==> config.mk <==
export PLATFORM = sky130hd
export DESIGN_NAME = mfsk_modulator
export DESIGN_NICKNAME = d
export VERILOG_FILES = /design/src/rtl/mfsk_modulator.sv
export SDC_FILE = /design/constraint.sdc
export NUM_CORES = 1
export LEC_CHECK = 0
export CORE_ASPECT_RATIO = 0.9
export CORE_MARGIN = 3
export CORE_UTILIZATION = 45
export DETAILED_ROUTE_END_ITERATION = 7
export PLACE_DENSITY_LB_ADDON = 0.15
export RECOVER_POWER = 25
export SYNTH_ARGS = -nofsm -noshare
export SYNTH_HDL_FRONTEND = slang
export SYNTH_SLANG_ARGS = --single-unit
==> constraint.sdc <==
create_clock -name clk -period 3.1 [get_ports clk]
set_input_delay 0.62 -clock clk [delete_from_list [all_inputs] [get_ports clk]]
set_output_delay 0.62 -clock clk [all_outputs]
set_load 0.005 [all_outputs]
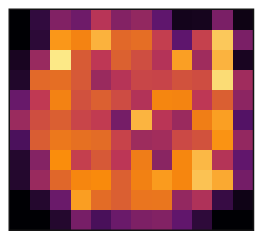
(run_1/util_map.png)
Drawn at 2 px/µm. The die is cut into 12 by 11 equal tiles; black is low, pale yellow is high, 0 to 100% covered.
nearly empty tiles: 5.3%
fullest tile: 95%
tiles over 75% full: 12%
final design utilization: 0.557
Initial Util: 0.465
core area: 11,600 µm²

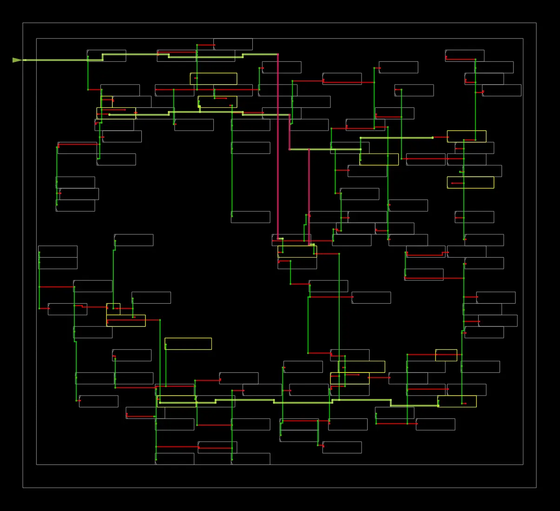
(run_1/clock_nets.png)
clock network power: 1.38 mW
CTS Buf Count: 9
clk ins delay skew pair: 0.35 ns

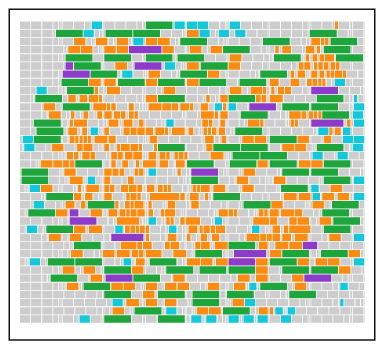
(run_1/class_map.png)
Drawn at 3 px/µm. Fill, decap, tap and diode cells in gray.
[remaining buffers and delay cells] cyan | cells: 64 | share of their area: 9.3%
[remaining logic cells] orange | cells: 358 | share of their area: 46%
[clock drivers and dummy loads] purple | cells: 16 | share of their area: 6.0%
[registers] green | cells: 98 | share of their area: 39%
Seq area share: 0.380
post-route cell area: 6450 µm²

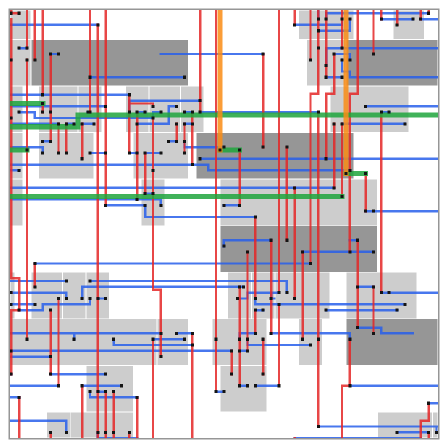
(run_1/closeup.png)
Window x 48 to 73, y 42 to 67 µm. Cells in gray, sequential cells in the stronger gray; small squares are vias.
[M3] green
[M2] red
[M1] blue
[M4] orange
cells with their middle in the window: 35
most frequent: nor2_1 (5), dfrtp_1 (5), nand2_1 (4)
sequential cells in the window: 5

==> results.json, run 1 <==
{
  "outcome": "finished clean",
  "met3_length_um": 478,
  "ys_area_um2": 5390,
  "worstSetupPathType": "flip-flop to flip-flop",
  "path_delay_family": "AND-OR/OR-AND gates",
  "p_sw_frac": 0.347,
  "gp_congestion": 0.932,
  "synth-seq-cells": 98,
  "wl_met2_mm": 5.39,
  "ys_warn_count": 0,
  "warning_count": 26,
  "top_cells_by_count": "98 x dfrtp_1, 95 x mux2_2, 39 x nand2_1, 25 x nor2_1, 24 x ha_1",
  "max-slew-margin-rel": 0.364,
  "die_h_um": 110,
  "final_nets": 587,
  "worst_slew_pin_slew_ns": 0.954,
  "critPathArrivalTime_ns": 3.07,
  "hpwl_mm": 8.31,
  "grt_pass1_vias": 4012,
  "largest_area_cell": "dfrtp_1",
  "syn_avg_cell_area_um2": 11.2,
  "slowest_stage": "fa_1",
  "wl_mm": 11.4,
  "vias": 3838,
  "cts_resized": 0,
  "cap_viol_max_count": 0,
  "p_leak_nw": 2.73,
  "nFillCells": 1009,
  "synth.area.top_cells": "dfrtp_1 46%, mux2_2 20%, ha_1 5.6%, nand2_1 2.7%, xnor2_1 2.1%",
  "routed.top_layer": "met4",
  "setup_violations": 0,
  "edf_count": 0,
  "ys_cells": 479,
  "io_pins": 46,
  "grt_pass1_wl_mm": 19.6,
  "crit_chain": "mux2_2 > ha_1 > fa_1 > a21o_1 > a221oi_2 > o21ai_2 > a31oi_4 > nor3_1 > or3_1",
  "cts-root-buf": "clkbuf_16",
  "diodes": 0,
  "fmaxAchievable_ghz": 0.352,
  "drv_slew": 0,
  "drive_gt1_frac": 0.259
}
==> run 1: per-stage QoR <==
stage	power (mW)	setup WS [ns]	std cells	hold slack, ns	util
floorplan	3.69	0.0844	479	0.324	-
global placement	4.41	0.283	676	0.439	0.525
detailed placement	4.46	0.269	676	0.437	0.525
CTS	5.88	0.244	692	0.383	0.558
global route	6.30	0.0990	692	0.497	0.557
finish	5.82	0.255	692	0.430	0.557
==> run 1: per-layer routing <==
metal / up-vias / global-route usage
met5: - / 0
met4: 0 / 0.0480
met3: 6 / 0.0514
met2: 65 / 0.303
met1: 1898 / 0.251
li1: 1869 / -
==> run 1: area by class of cell <==
class | instances | area (µm²) | share of cell area
repair buffers | 64 | 581 | 0.0900
multi-input cells | 349 | 2810 | 0.436
inverters | 9 | 33.8 | 0.00524
flip-flops and latches | 98 | 2450 | 0.380
well taps | 156 | 195 | 0.0303
clock buffers | 10 | 239 | 0.0370
clock inverters | 6 | 136 | 0.0211
==> run 1: cells by family (layout without fill, tap and decap cells) <==
group	count (synthesis)	count (layout)	synth area share
multiplexers	97	97	0.203
adder cells (fa/ha/maj)	25	25	0.0595
flip-flops	98	98	0.455
AND-OR/OR-AND	101	101	0.136
AND/OR/NAND/NOR	109	109	0.0957
buffers and inverters	32	89	0.0228
XOR/XNOR	17	17	0.0276
==> run 1: power by group through the flow <==
stage	Combinational (mW)	Clock [mW]	Sequential, mW
after CTS	2.55	1.42	1.91
after floorplan	1.83	0	1.86
final	2.54	1.38	1.90
after global routing	2.87	1.47	1.96
after detailed placement	2.54	0	1.93
after global placement	2.49	0	1.92
==> run 1: worst reg2reg max path: stages (launching register included) <==
cell	delay [ns]
dfrtp_1	0.37
mux2_2	0.34
ha_1	0.22
fa_1	0.41
a21o_1	0.19
a221oi_2	0.30
o21ai_2	0.18
a31oi_4	0.27
nor3_1	0.09
or3_1	0.35
==> run 1: placed cells by master, fill, tap and decap left out, types with 3 or more instances in the layout <==
cell type        count
buf_4               19
o31ai_1              3
o21ai_0             20
nand3_1             13
ha_1                24
nor3_1               3
a31oi_1              5
mux2_2              95
bufinv_16            4
a211oi_1             3
xnor2_1             13
nand2b_1             4
nand4_1              8
a21oi_1             21
and3_1               6
and2_1               3
dfrtp_1             98
nor2_1              25
clkbuf_16            9
inv_1                9
o211ai_1             6
o311ai_1             3
a21o_1               9
xor2_1               4
o21a_1               4
clkdlybuf4s50_1     43
nand2_1             39
==> run 1 -> run 2 <==
--- a/config.mk
+++ b/config.mk
@@ -8,7 +8,10 @@
 export CORE_ASPECT_RATIO = 0.9
 export CORE_MARGIN = 3
 export CORE_UTILIZATION = 45
+export CTS_CLUSTER_DIAMETER = 150
 export DETAILED_ROUTE_END_ITERATION = 7
+export GPL_ROUTABILITY_DRIVEN = 0
+export GPL_TIMING_DRIVEN = 1
 export PLACE_DENSITY_LB_ADDON = 0.15
 export RECOVER_POWER = 25
 export SYNTH_ARGS = -nofsm -noshare
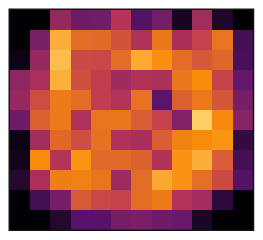
(run_2/util_map.png)
Drawn at 2 px/µm. The die is cut into 12 by 11 equal tiles; black is low, pale yellow is high, 0 to 100% covered.
tiles over 75% full: 9.1%
nearly empty tiles: 7.6%
mean over tiles: 47%
fullest tile: 90%
final design utilization: 0.552

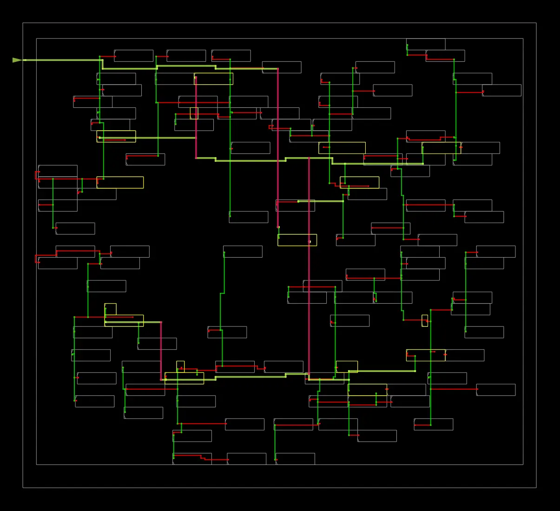
(run_2/clock_nets.png)
seq_cells: 98
clk_buf instances: 11
Worst Skew: 0.00722 ns
clock network power: 1.20 mW
clock sink count: 98

==> results.json, run 2 <==
{
  "outcome": "finished clean",
  "reg2reg_depth": 10,
  "drc": 0,
  "synth-async-reset-ratio": 1.00,
  "path_clk_slew_ns": 0.06,
  "warning_count": 26,
  "p_leak_nw": 2.71,
  "synth_cells": 479,
  "critPathArrivalTime_ns": 3.09,
  "syn_avg_cell_area_um2": 11.2,
  "ys_warn_count": 0,
  "path_delay_family": "simple AND/OR/NAND/NOR gates",
  "cts_setup_buffers": 0,
  "antenna_found_initial": 0,
  "top_cells_by_count": "98 x dfrtp_1, 95 x mux2_2, 39 x nand2_1, 25 x nor2_1, 24 x ha_1",
  "vias_per_cell": 5.58,
  "period_needed_ns": 2.85,
  "slowest_delay_ns": 0.55,
  "cts_resized": 0,
  "die_area_um2": 13300,
  "syn_nets": 535,
  "cts_htree_levels": 3,
  "finalHoldViolCount": 0,
  "max-slew-margin-rel": 0.00364,
  "logic_area_um2": 2810,
  "crit_path_frequent_cell": "buf_4",
  "drive_gt1_frac": 0.256,
  "wire_per_inst_um": 16.4,
  "ff_latch_area_um2": 2450,
  "finalClockPeriodUsage": 0.919,
  "ctsHoldBuffers": 0,
  "worstSetupPathType": "flip-flop to flip-flop",
  "totalNegativeSetupSlack_ns": 0,
  "drtPass1Iterations": 4,
  "synth_area_um2": 5390,
  "ys_seq_frac": 0.455,
  "fmaxAchievable_ghz": 0.351,
  "nFillCells": 1031,
  "path_buffers": 2,
  "crit_chain": "buf_4 > mux2_2 > ha_1 > and3_1 > a221oi_2 > buf_4 > or4b_4 > a2111oi_4 > o211ai_1 > o311ai_1",
  "yosysMostFrequentCell": "dfrtp_1",
  "cp-end-kind": "flip-flop",
  "cts-root-buf": "clkbuf_16",
  "diodes": 0,
  "clk_latency_ns": 0.35,
  "ys_area_um2": 5390,
  "p_per_area_nw_per_um2": 885,
  "worst_slew_pin_slew_ns": 1.49,
  "largest_area_cell": "dfrtp_1",
  "io_pins": 46,
  "synth.area.top_cells": "dfrtp_1 46%, mux2_2 20%, ha_1 5.6%, nand2_1 2.7%, xnor2_1 2.1%",
  "coreArea_um2": 11600,
  "cts_made_buffers": 9,
  "route.antenna.remaining_nets": 0,
  "edf_count": 0,
  "top_area_frac": 0.455,
  "grt_pass1_vias": 4058,
  "final_nets": 587,
  "fp_util": 0.465,
  "die_x_um": 121,
  "overflow": 0,
  "ys_cells": 479,
  "placed_cells": 676,
  "cp_num_cells": 10,
  "cap_viol_max_count": 0,
  "cts_tree": "yes",
  "post_layout_nonfiller_instances": 692,
  "ys_types": 56,
  "r2r_slack_ns": 0.25,
  "lay_top_cells": "98 x dfrtp_1, 95 x mux2_2, 42 x clkdlybuf4s50_1",
  "rsz0062_at_grt": "no",
  "setup_violations": 0,
  "area_growth_pct": 18.6,
  "synth-seq-cells": 98,
  "wl_mm": 11.3,
  "grt_pass1_wl_mm": 19.7,
  "vias": 3863,
  "hpwl_mm": 8.27,
  "largest_reg_flops": 48,
  "drv_slew": 0,
  "vdd_drop_max_v": 0.000527,
  "synth_top_flop_cell": "dfrtp_1",
  "layout_top_cell": "dfrtp_1",
  "slowest_stage": "or4b_4",
  "die_h_um": 110
}
==> run 2: cell type report <==
| type | count | share of cell area |
|---|---|---|
| Clock buffer | 11 | 0.0380 |
| Sequential cell | 98 | 0.384 |
| Multi-Input combinational cell | 349 | 0.440 |
| Tap cell | 156 | 0.0305 |
| Timing Repair Buffer | 64 | 0.0899 |
| Clock inverter | 5 | 0.0121 |
| Inverter | 9 | 0.00529 |
==> run 2: kinds of logic (layout without fill, tap and decap cells) <==
logic type | count (synthesis) | count (layout) | share of synthesized area
muxes | 97 | 97 | 0.203
xor gates and xnor gates | 17 | 17 | 0.0276
DFF | 98 | 98 | 0.455
adders and majority gates | 25 | 25 | 0.0595
buffers and inverters | 32 | 89 | 0.0228
AOI/OAI and AO/OA | 101 | 101 | 0.136
and+or+nand+nor | 109 | 109 | 0.0957
==> run 2: worst reg2reg max path, cell delays in order, from the launching register on <==
cell and delay [ns]:
dfrtp_1 0.37, buf_4 0.16, mux2_2 0.34, ha_1 0.34, and3_1 0.18, a221oi_2 0.08, buf_4 0.15, or4b_4 0.55
a2111oi_4 0.33, o211ai_1 0.12, o311ai_1 0.12
==> run 2: layer usage <==
layer	vias to the layer above	part of all wire	GRT usage
li1	1863	-	-
met1	1914	0.47	0.242
met2	74	0.47	0.303
met3	12	0.049	0.0535
met4	0	0.012	0.0576
met5	-	0	0
==> run 2: through the flow <==
step	power [mW]	worst slack [ns]	hold slack (ns)	instance area, µm²
after detailed placement	4.47	0.269	0.438	6080
final	5.66	0.252	0.401	6390
after floorplan	3.69	0.0844	0.324	5390
after global routing	6.13	0.0482	0.454	6390
after CTS	5.71	0.256	0.347	6400
after global placement	4.41	0.285	0.439	6080
==> run 2: power by group <==
part / switching [mW] / leakage (nW) / internal, mW
logic: 1.30 / 1.38 / 1.26
clock network: 0.471 / 0.156 / 0.726
registers: 0.257 / 1.17 / 1.65
No activity file was given, so power comes from the tool's default toggle rates.
